run_1/wires.png
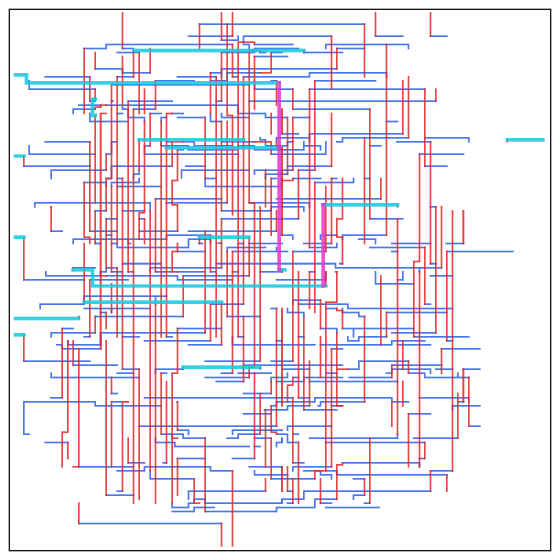
run_1/clocks.png
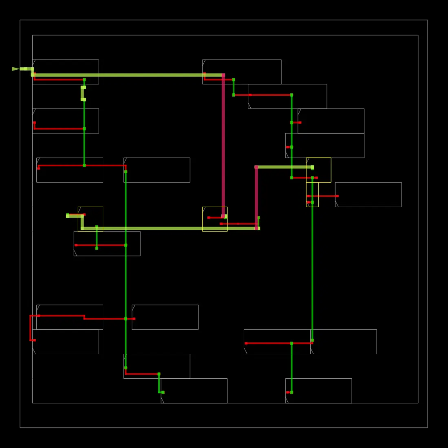
run_1/metal_density.png
Scale bar: 10 um. The die is cut into 9 by 9 equal tiles; white is low, dark blue is high, scaled to the fullest tile. Values are wire area over tile area, all layers added.
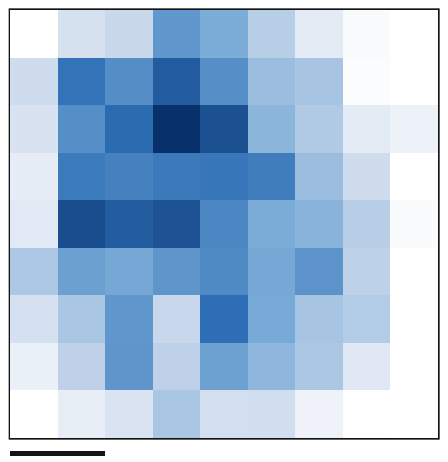
[src/rtl/traffic_phase_sequencer.sv]
// Two-road traffic light sequencer driven by a one-second tick, realigning the tick divider on every phase change.
// Optional pedestrian walk feature enabled by defining PED_REQUEST_EN.
module traffic_phase_sequencer #(
  parameter logic [7:0] GREEN_SECS     = 8'd10,
  parameter logic [7:0] YELLOW_SECS    = 8'd3,
  parameter logic [7:0] RED_CLEAR_SECS = 8'd1,
  parameter logic [7:0] MIN_GREEN_SECS = 8'd4,
  parameter logic [7:0] WALK_SECS      = 8'd5
) (
  input  logic       clk,
  input  logic       reset_n,
  input  logic       enable_input,
`ifdef PED_REQUEST_EN
  input  logic       ped_request,
  output logic       ped_walk,
`endif
  output logic       divider_reset,
  output logic [2:0] ns_lights,
  output logic [2:0] ew_lights,
  output logic [2:0] phase
);

  typedef enum logic [2:0] {
    NS_GREEN  = 3'd0,
    NS_YELLOW = 3'd1,
    RED_A     = 3'd2,
    EW_GREEN  = 3'd3,
    EW_YELLOW = 3'd4,
    RED_B     = 3'd5
  } state_t;

  // A zero-second duration behaves as one second.
  function automatic logic [7:0] term_of(input logic [7:0] secs);
    return (secs == 8'd0) ? 8'd0 : secs - 8'd1;
  endfunction

  function automatic logic [5:0] lamps_of(input state_t s);
    logic [5:0] l;
    case (s)
      NS_GREEN:  l = {3'b001, 3'b100};
      NS_YELLOW: l = {3'b010, 3'b100};
      EW_GREEN:  l = {3'b100, 3'b001};
      EW_YELLOW: l = {3'b100, 3'b010};
      default:   l = {3'b100, 3'b100};
    endcase
    return l;
  endfunction

  localparam logic [7:0] GREEN_TERM     = term_of(GREEN_SECS);
  localparam logic [7:0] YELLOW_TERM    = term_of(YELLOW_SECS);
  localparam logic [7:0] RED_CLEAR_TERM = term_of(RED_CLEAR_SECS);
  localparam logic [7:0] MIN_GREEN_TERM = term_of(MIN_GREEN_SECS);
  localparam logic [7:0] WALK_TERM      = term_of(WALK_SECS);

  state_t     state;
  state_t     state_nxt;
  logic [7:0] sec_count;
  logic [7:0] term;
  logic       tick_ok;
  logic       phase_end;
  logic       illegal;
  logic       in_green;
  logic       in_yellow;
  logic       green_short;
  logic       red_walk;

  always_comb begin
    // NOTE: every signal written here gets a default first, so no path can leave one unassigned and infer a latch.
    state_nxt = RED_B;
    term      = 8'd0;
    illegal   = 1'b0;
    in_green  = 1'b0;
    in_yellow = 1'b0;
    case (state)
      NS_GREEN:  begin state_nxt = NS_YELLOW; in_green = 1'b1;
                       term = green_short ? MIN_GREEN_TERM : GREEN_TERM; end
      NS_YELLOW: begin state_nxt = RED_A; in_yellow = 1'b1; term = YELLOW_TERM; end
      RED_A:     begin state_nxt = EW_GREEN; term = red_walk ? WALK_TERM : RED_CLEAR_TERM; end
      EW_GREEN:  begin state_nxt = EW_YELLOW; in_green = 1'b1;
                       term = green_short ? MIN_GREEN_TERM : GREEN_TERM; end
      EW_YELLOW: begin state_nxt = RED_B; in_yellow = 1'b1; term = YELLOW_TERM; end
      RED_B:     begin state_nxt = NS_GREEN; term = red_walk ? WALK_TERM : RED_CLEAR_TERM; end
      default:   illegal = 1'b1;
    endcase
    // Ticks landing while the divider is being realigned belong to no phase.
    tick_ok   = enable_input & ~divider_reset;
    // >= lets a green already past a shortened terminal end on the next tick.
    phase_end = illegal | (tick_ok & (sec_count >= term));
  end

  always_ff @(posedge clk) begin
    // NOTE: sequential state uses non-blocking assignments only; reset is sampled on the clock edge.
    if (!reset_n) begin
      state         <= RED_B;
      sec_count     <= 8'd0;
      divider_reset <= 1'b1;
      ns_lights     <= 3'b100;
      ew_lights     <= 3'b100;
    end else begin
      divider_reset <= phase_end;
      if (phase_end) begin
        state                  <= state_nxt;
        sec_count              <= 8'd0;
        {ns_lights, ew_lights} <= lamps_of(state_nxt);
      end else if (tick_ok) begin
        sec_count <= sec_count + 8'd1;
      end
    end
  end

  assign phase = state;

`ifdef PED_REQUEST_EN
  logic ped_latch;
  logic walk_pending;

  always_ff @(posedge clk) begin
    if (!reset_n) begin
      ped_latch    <= 1'b0;
      walk_pending <= 1'b0;
      ped_walk     <= 1'b0;
    end else begin
      // A new request wins over the clear on entry to the walk phase.
      ped_latch <= ped_request | (ped_latch & ~(phase_end & in_yellow & walk_pending));
      if (phase_end) begin
        walk_pending <= in_green & ped_latch;
        ped_walk     <= in_yellow & walk_pending;
      end
    end
  end

  assign green_short = ped_latch;
  assign red_walk    = ped_walk;
`else
  assign green_short = 1'b0;
  assign red_walk    = 1'b0;
`endif

endmodule

[config.mk]
export PLATFORM = sky130hd
export DESIGN_NAME = traffic_phase_sequencer
export DESIGN_NICKNAME = d
export VERILOG_FILES = /design/src/rtl/traffic_phase_sequencer.sv
export SDC_FILE = /design/constraint.sdc
export NUM_CORES = 1
export LEC_CHECK = 0
export CAP_MARGIN = 25
export CORE_UTILIZATION = 50
export CTS_BUF_LIST = sky130_fd_sc_hd__clkbuf_4
export DETAILED_ROUTE_END_ITERATION = 8
export GPL_ROUTABILITY_DRIVEN = 0
export GPL_TIMING_DRIVEN = 0
export HOLD_SLACK_MARGIN = 0.06
export PLACE_DENSITY = 0.77
export SETUP_SLACK_MARGIN = 0.1
export SLEW_MARGIN = 10
export SYNTH_ARGS = -nofsm -noshare
export SYNTH_HDL_FRONTEND = slang
export SYNTH_SLANG_ARGS = --single-unit
[constraint.sdc]
create_clock -name clk -period 2.1 [get_ports clk]
set_input_delay 0.21 -clock clk [delete_from_list [all_inputs] [get_ports clk]]
set_output_delay 0.21 -clock clk [all_outputs]
set_load 0.05 [all_outputs]
==> results.ini, run 1 <==
[final_timing]
slew_headroom_pct=66.41
drv_slew=0
fmax_ghz=0.4798
setup_violations=0
fin_skew_ns=0.01052
post-route-min-period_ns=2.084

[pwr]
cellLeakagePower_nw=0.4361
peakVddDrop_v=0.0006634
pwr-share-comb_pct=30.5
p_sw_mw=0.2745
swShare_pct=34.58
clockPowerShare_pct=22.5

[worst_setup_path]
worst-path-buf-inv=1
path_max_fanout=5
critical_path_required_ns=2.36
crit_family=simple AND/OR/NAND/NOR gates
crit_type=flop to flop

[synthesis]
synth.avg_cell_area_sq_um=8.806
largest_area_cell=dfxtp_1
ys.flop_type=dfxtp_1
syn-num-nets=111
yosysMostFrequentCell=dfxtp_1

[finish]
area_growth_pct=37.67
final_cell_area_sq_um=1285

[detailed_routing]
dr.pass1.iters=4
drt-met1-wl_um=1097
met2WireLength_um=1136
antenna_left=0
highest_layer=met4
avgViaCountPerCell=5.901

[placement]
io_buffers=11

[clocking]
root_buffer=clkbuf_4
clockBufferDepth=2

[job]
warnings=29

[grt]
grt_max_degree=12
grt-ovfl-total=0

[floorplanning]
die_w_um=45.21
die_area_sq_um=2043

[status]
status=finished clean

About wires.png:
Red marks metal 2, wire length 1140 um. Cyan marks metal 3, wire length 118 um. Blue marks metal 1, wire length 1100 um. Magenta marks metal 4, wire length 22.4 um.
DR vias: 891
routed wire length per instance: 15.73 um
Post-Route WL: 2375 um

About clocks.png:
CTS Buf Count: 3
Clock Power: 0.178 mW
clk latency late pin: 0.30 ns
clk sinks: 18

About metal_density.png:
14% of the tiles are nearly empty. The mean over all tiles is 0.18. The emptiest ninth of the die: north-east. The fullest tile reaches 0.50. 35% of the tiles are over half the peak.
GRT Resource Usage Total: 22.86%

run 1: final timing paths:
| check | startpoint | end | slack (ns) | cells past startpoint |
|---|---|---|---|---|
| setup / recovery | phase[0]$_SDFFE_PN1P_ | ew_lights[1]$_SDFFE_PN0P_ | 0.02 | 8 |
| hold / removal | reset_n | phase[2]$_SDFFE_PN1P_ | 0.27 | 2 |
| setup reg to reg | phase[0]$_SDFFE_PN1P_ | ew_lights[1]$_SDFFE_PN0P_ | 0.02 | 8 |
| hold reg to reg | ew_lights[2]$_SDFFE_PN1P_ | ew_lights[2]$_SDFFE_PN1P_ | 0.51 | 2 |
run 1: stage by stage:
step	setup TNS (ns)	utilization [%]	hold slack [ns]
after detailed placement	-1.970	63.73	0.4924
after global routing	-0.2474	73.62	0.2888
after floorplan	-0.005428	-	0.4966
after global placement	-1.216	63.73	0.4884
final	0	73.62	0.2733
after CTS	0	68.39	0.2717
run 1: cell usage in the layout, fill, tap and decap left out, types with 3 or more instances in the layout:
master,netlist,layout
buf_4,1,6
buf_6,1,3
clkbuf_4,0,3
clkdlybuf4s50_1,0,11
dfxtp_1,18,15
dfxtp_4,0,3
nand2_1,11,10
nand3_1,5,5
nand4_1,3,3
nor2b_1,3,3
nor3_1,11,4
nor3_2,0,7
o21a_1,4,4
o221a_4,0,3
xnor2_1,4,4
xor2_1,4,4
run 1: registers in the layout, summed over array words and instances, names as in the netlist:
register / count
sec_count: 8
ns_lights: 3
phase: 3
divider_reset: 1
ew_lights: 3
run 1: per-layer routing:
| metal | vias to the layer above | global-route usage [%] |
|---|---|---|
| met5 | - | 0 |
| met4 | 0 | 5.455 |
| met3 | 4 | 7.200 |
| met2 | 23 | 32.75 |
| met1 | 432 | 33.09 |
| li1 | 432 | - |
run 1: cell families after synthesis:
logic type                 share of synthesized area, %
and+or+nand+nor                                   24.26
DFF                                               38.61
xor gates and xnor gates                          7.506
muxes                                             2.145
AOI/OAI and AO/OA                                 18.63
adders and majority gates                         2.681
buffers and inverters                             6.165
run 1: cell type report:
type / instances / area (sq um)
multi-input combinational: 77 / 635.6
fill: 131 / 460.4
sequential: 18 / 371.6
timing repair buffer: 19 / 171.4
buffer: 4 / 31.28
tap: 25 / 31.28
clock buffer: 3 / 22.52
inverter: 4 / 17.52
clock inverter: 1 / 3.754
run 1: timing repair:
item	CTS	global route
pin swaps	1	20
endpoints found under the setup margin	18	17
hold buffers	0	0
setup buffers	3	3
gates cloned	1	1
gates resized	7	19
run 1: power by group through the flow:
stage / combinational, mW / sequential, mW / clock [mW]
finish: 0.242 / 0.373 / 0.178
global placement: 0.200 / 0.374 / 0
CTS: 0.227 / 0.369 / 0.180
global route: 0.257 / 0.376 / 0.194
floorplan: 0.107 / 0.421 / 0
detailed placement: 0.205 / 0.375 / 0
==> run 2, diff against run 1 <==
--- a/config.mk
+++ b/config.mk
@@ -11,7 +11,6 @@
 export DETAILED_ROUTE_END_ITERATION = 8
 export GPL_ROUTABILITY_DRIVEN = 0
 export GPL_TIMING_DRIVEN = 0
-export HOLD_SLACK_MARGIN = 0.06
 export PLACE_DENSITY = 0.77
 export SETUP_SLACK_MARGIN = 0.1
 export SLEW_MARGIN = 10
==> constraint.sdc (replaced) <==
create_clock -name clk -period 1.91 [get_ports clk]
set_input_delay 0.191 -clock clk [delete_from_list [all_inputs] [get_ports clk]]
set_output_delay 0.191 -clock clk [all_outputs]
set_load 0.05 [all_outputs]
run_2/clocks.png
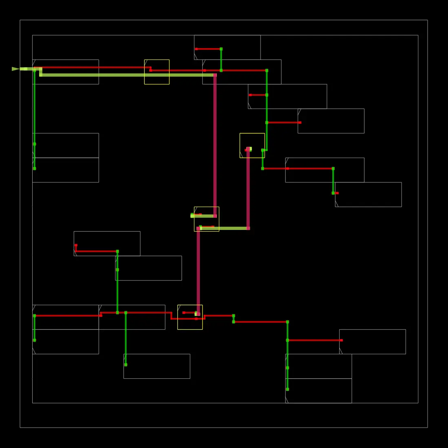
clk_skew: 0.004437 ns
Clock Power: 0.207 mW
# clk buffers: 4
clk latency late pin: 0.29 ns
flip-flops: 18

==> results.ini, run 2 <==
[synthesis]
synth.avg_cell_area_sq_um=8.806  ; unchanged
ys.flop_type=dfxtp_1
largest_area_cell=dfxtp_1
yosysMostFrequentCell=dfxtp_1

[final_timing]
drv_slew=0  ; unchanged
fmax_ghz=0.4682  ; -2.4%
post-route-min-period_ns=2.136  ; +0.05166 ns
slew_headroom_pct=65.46  ; -0.95 points
worst_slack_ns=-0.2259
setup_tns_ns=-2.410  ; -2.410 ns
setup_violations=18  ; +18

[pwr]
p_sw_mw=0.3072  ; +12%
pwr-share-comb_pct=33.0  ; +2.5 points
cellLeakagePower_nw=0.4705  ; +7.9%

[finish]
final_cell_area_sq_um=1365  ; +6.2%
area_growth_pct=46.25
top_register=sec_count
layout_top_cell=dfxtp_1
final_util_pct=78.21  ; +4.6 points
most-common-layout-cells=15 x dfxtp_1, 11 x clkdlybuf4s50_1, 9 x nand2_1
largest_reg_flops=8  ; unchanged

[detailed_routing]
highest_layer=met4
antenna_left=0  ; unchanged
wl_per_cell_um=16.46  ; +4.7%
drt-met1-wl_um=1146  ; +4.5%
met2WireLength_um=1236  ; +8.8%
dr.pass1.iters=4  ; unchanged
avgViaCountPerCell=5.968  ; +1.1%
drt-total-wl_um=2552  ; +7.5%
vias=925  ; +3.8%

[placement]
io_buffers=11  ; unchanged

[floorplanning]
die_w_um=45.21  ; unchanged

[status]
status=finished, violations left
violations=setup timing

[worst_setup_path]
critical_path_required_ns=2.15  ; -0.21 ns
path_max_fanout=6  ; +1

[clocking]
cts_buffers=3  ; unchanged
cts.sinks=18  ; unchanged
clockBufferDepth=2  ; unchanged
root_buffer=clkbuf_4

[grt]
grt_max_degree=11  ; -1

[job]
max_cap_viol_count=0

==> run 2: cell count changes in the layout (fill, tap and decap cells not counted), sizes merged <==
cell	delta
buf	+4
clkbuf	+1
inv	-1
==> run 2: final timing paths <==
path              cells past startpoint  slack (ns)                         to                       from
setup / recovery                      9       -0.23  ew_lights[1]$_SDFFE_PN0P_      phase[1]$_SDFFE_PN0P_
hold / removal                        2        0.26      phase[2]$_SDFFE_PN1P_                    reset_n
setup reg to reg                      9       -0.23  ew_lights[1]$_SDFFE_PN0P_      phase[1]$_SDFFE_PN0P_
hold reg to reg                       2        0.52  ew_lights[2]$_SDFFE_PN1P_  ew_lights[2]$_SDFFE_PN1P_
==> run 2: worst max-delay path: cells and delay by family, from the launching register on <==
family / cells / cell delay, ns
flops: 1 / 0.37
compound gates: 3 / 0.53
simple gates: 2 / 0.58
buf+inv: 3 / 0.36
fa+ha+maj: 1 / 0.24
==> run 2: final cells by class <==
type / count / area [sq um]
Timing Repair Buffer: 22 / 206.4
Fill cell: 111 / 380.4
Buffer: 5 / 51.30
Clock buffer: 4 / 30.03
Tap cell: 25 / 31.28
Inverter: 4 / 27.53
Multi-Input combinational cell: 77 / 646.9
Sequential cell: 18 / 371.6
==> run 2: timing repair <==
action / CTS / global route
setup endpoints to repair: 18 / 18
gates resized: 14 / 18
buffers inserted: 4 / 5
pin swaps: 10 / 10
cloned: 1 / 1
==> run 2: power by group through the flow <==
stage / clock (mW) / sequential (mW) / combinational, mW
finish: 0.207 / 0.410 / 0.304
global route: 0.229 / 0.412 / 0.319
CTS: 0.213 / 0.405 / 0.257
detailed placement: 0 / 0.412 / 0.226
global placement: 0 / 0.411 / 0.220
floorplan: 0 / 0.463 / 0.117
==> run 2: cells by family (layout without fill, tap and decap cells) <==
group / Yosys count / count (layout) / share of synthesized area (%)
AND-OR/OR-AND: 22 / 22 / 18.63
XOR/XNOR: 8 / 8 / 7.506
adder cells (fa/ha/maj): 2 / 2 / 2.681
buffers and inverters: 11 / 35 / 6.165
flip-flops: 18 / 18 / 38.61
multiplexers: 2 / 2 / 2.145
AND/OR/NAND/NOR: 43 / 43 / 24.26
==> run 2: per-layer routing <==
layer / vias to the layer above / global-route usage (%)
met5: - / 0
met4: 0 / 10.91
met3: 6 / 4.400
met2: 34 / 34.49
met1: 447 / 32.92
li1: 438 / -
==> run 2: through the flow <==
stage | hold WS (ns) | power (mW) | setup WS [ns]
2_1_floorplan | 0.4776 | 0.5806 | -0.1918
4_1_cts | 0.2461 | 0.8749 | -0.1783
3_5_place_dp | 0.4968 | 0.6385 | -0.4247
3_3_place_gp | 0.4882 | 0.6317 | -0.3335
5_1_grt | 0.2801 | 0.9594 | -0.2842
6_report | 0.2569 | 0.9217 | -0.2259
==> run 3, diff against run 2 <==
--- a/config.mk
+++ b/config.mk
@@ -6,12 +6,13 @@
 export NUM_CORES = 1
 export LEC_CHECK = 0
 export CAP_MARGIN = 25
-export CORE_UTILIZATION = 50
+export CORE_UTILIZATION = 55
 export CTS_BUF_LIST = sky130_fd_sc_hd__clkbuf_4
 export DETAILED_ROUTE_END_ITERATION = 8
 export GPL_ROUTABILITY_DRIVEN = 0
 export GPL_TIMING_DRIVEN = 0
-export PLACE_DENSITY = 0.77
+export PLACE_DENSITY = 0.8
+export RECOVER_POWER = 100
 export SETUP_SLACK_MARGIN = 0.1
 export SLEW_MARGIN = 10
 export SYNTH_ARGS = -nofsm -noshare
==> constraint.sdc (replaced) <==
create_clock -name clk -period 2.4 [get_ports clk]
set_input_delay 0.24 -clock clk [delete_from_list [all_inputs] [get_ports clk]]
set_output_delay 0.24 -clock clk [all_outputs]
set_load 0.05 [all_outputs]
run_3/clk_routes.png
Scale bar: 10 um.
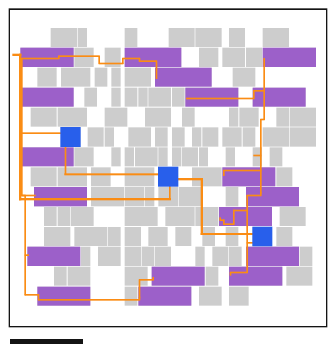
Purple marks flip-flops, count 18. Blue marks clock drivers, count 3. Orange marks clock wires, length 231 um.
There are 4 routed clock nets. Position of the flops: spread over the die.
Clock power frac: 23.7%
Clock Power: 0.151 mW
clk_skew: 0.005587 ns

==> results.ini, run 3 <==
[clocking]
cts.sinks=18  ; unchanged
postCtsSetupBuffers=0  ; -4
cts_buffers=3  ; unchanged
clk_latency_ns=0.29  ; about the same
root_buffer=clkbuf_4
clockBufferDepth=2  ; unchanged

[job]
max_cap_viol_count=0  ; unchanged

[hold_path]
hold_depth=2  ; unchanged
worst_hold_path_type=input port to flop
min-delay-start=reset_n

[grt]
grt_max_degree=11  ; unchanged
grt_antenna_before_repair=0

[final_timing]
drv_slew=0  ; unchanged
slew_headroom_pct=66.33  ; +0.87 points
fmax_ghz=0.4555  ; -2.7%
setup_violations=0  ; -18
setup_tns_ns=0  ; +2.410 ns
post-route-min-period_ns=2.196  ; +0.05961 ns

[finish]
most-common-layout-cells=16 x dfxtp_1, 11 x nand2_1, 10 x nor3_1, 10 x dlygate4sd3_1, 5 x nand3_1
largest_reg_flops=8  ; unchanged
top_register=sec_count
final_util_pct=71.83  ; -6.4 points
area_growth_pct=18.63
final_cell_area_sq_um=1107  ; -19%
layout_top_cell=dfxtp_1

[worst_setup_path]
rrSetupSlack_ns=0.20  ; +0.43 ns
path_max_fanout=10  ; +4
slowest_stage=or4_1
reg2reg_from=phase[0]$_SDFFE_PN1P_
reg2reg_to=ns_lights[0]$_SDFFE_PN0P_
critical_path_required_ns=2.65  ; +0.50 ns
rr_worst_depth=9  ; unchanged
crit_family=simple AND/OR/NAND/NOR gates
worst-path-buf-inv=2  ; -1

[pwr]
p_sw_mw=0.2100  ; -32%
fin_total_pwr_mw=0.6400  ; -31%
pwr-share-comb_pct=26.3  ; -6.7 points
cellLeakagePower_nw=0.4020  ; -15%

[synthesis]
synth.avg_cell_area_sq_um=8.806  ; unchanged
yosysTopAreaCellShare_pct=38.61
synth-edff-count=0
yosysMostFrequentCell=dfxtp_1
ys_chip_area_sq_um=933.4
ys.flop_type=dfxtp_1
ys_types=36
largest_area_cell=dfxtp_1

[floorplanning]
die_w_um=43.20  ; -4.4%
rows=14
die_area_sq_um=1866

[detailed_routing]
drt-total-wl_um=1873  ; -27%
met2WireLength_um=818  ; -34%
drt-met1-wl_um=954  ; -17%
dr.pass1.iters=4  ; unchanged
avgViaCountPerCell=6.066  ; +1.6%
antenna_left=0  ; unchanged
vias=831  ; -10%
wl_per_cell_um=13.67  ; -17%
highest_layer=met4

[status]
status=finished clean

-- run 3: cell counts after synthesis --
No cell type changed its count.
-- run 3: final cells by class --
class | instances | area [sq um]
clock buffers | 3 | 22.52
repair buffers | 11 | 110.1
inverters | 4 | 15.01
flip-flops and latches | 18 | 362.8
fillers | 133 | 434.2
plain buffers | 7 | 45.04
clock inverters | 1 | 3.754
well taps | 16 | 20.02
multi-input cells | 77 | 528.0
-- run 3: power by group through the flow --
stage / logic (mW) / clock network (mW) / registers [mW]
after floorplan: 0.0826 / 0 / 0.369
after CTS: 0.167 / 0.160 / 0.321
after detailed placement: 0.165 / 0 / 0.328
final: 0.168 / 0.151 / 0.320
after global placement: 0.163 / 0 / 0.328
after global routing: 0.181 / 0.168 / 0.323
-- run 3: repair_timing --
item / in CTS / in global routing
gates resized: 0 / 6
setup endpoints to repair: 0 / 13
hold buffers: 0 / 0
-- run 3: worst reg2reg max path: cells and delay by family, from the launching register on --
kind                     cells  cell delay (ns)
buffers and inverters        2             0.36
AND-OR/OR-AND                3             0.47
flip-flops                   1             0.33
XOR/XNOR                     1             0.17
adder cells (fa/ha/maj)      1             0.30
AND/OR/NAND/NOR              2             0.52
-- run 3: cells by family after synthesis --
group / Yosys count / share of synthesized area (%)
AND-OR/OR-AND: 22 / 18.63
XOR/XNOR: 8 / 7.506
adder cells (fa/ha/maj): 2 / 2.681
buffers and inverters: 11 / 6.165
flip-flops: 18 / 38.61
multiplexers: 2 / 2.145
AND/OR/NAND/NOR: 43 / 24.26
-- run 3: how the worst max path moves through the flow --
stage,start,to,slack (ns),depth (start not counted)
after global placement,phase[1]$_SDFFE_PN0P_,sec_count[1]$_SDFFE_PP0P_,0.21,9
after global routing,phase[0]$_SDFFE_PN1P_,ew_lights[0]$_SDFFE_PN0P_,0.08,9
final,phase[0]$_SDFFE_PN1P_,ns_lights[0]$_SDFFE_PN0P_,0.20,9
after CTS,phase[1]$_SDFFE_PN0P_,sec_count[5]$_SDFFE_PP0P_,0.12,9
after floorplan,phase[0]$_SDFFE_PN1P_,ew_lights[1]$_SDFFE_PN0P_,0.17,9
after detailed placement,phase[1]$_SDFFE_PN0P_,sec_count[5]$_SDFFE_PP0P_,0.15,9
-- run 3: routing by layer --
layer	vias to the layer above	global-route usage (%)
met5	-	0
met2	11	33.13
met3	4	7.660
met4	0	9.697
li1	424	-
met1	392	30.69
-- run 3: per-stage QoR --
stage                     hold WS, ns  setup WS, ns  std cells
after floorplan                0.5231        0.1747        106
after global placement         0.4793        0.2063        133
after detailed placement       0.5020        0.1454        133
after CTS                      0.2935        0.1183        137
after global routing           0.3315       0.08336        137
final                          0.2988        0.2045        137

==> notes/layouts.md <==
Pictures saved along the way, in no particular order.

M3 wires.
Plate I
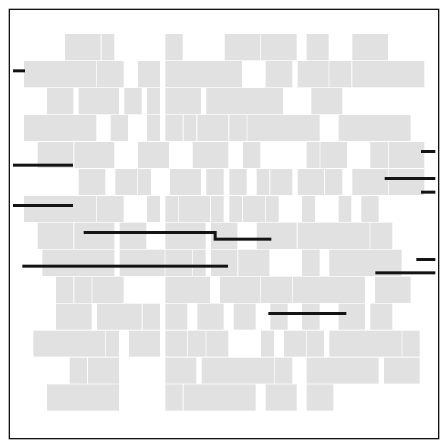
Plate II
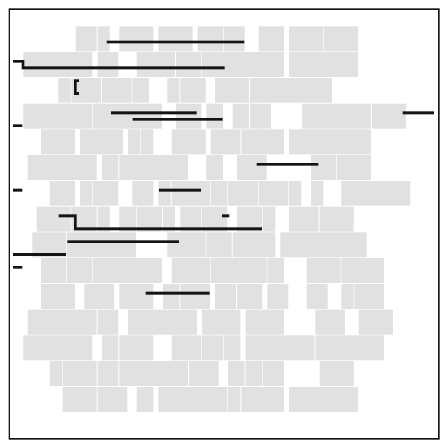
- Plate I = run 3
- Plate II = run 1

Power and IR drop assume default switching activity.
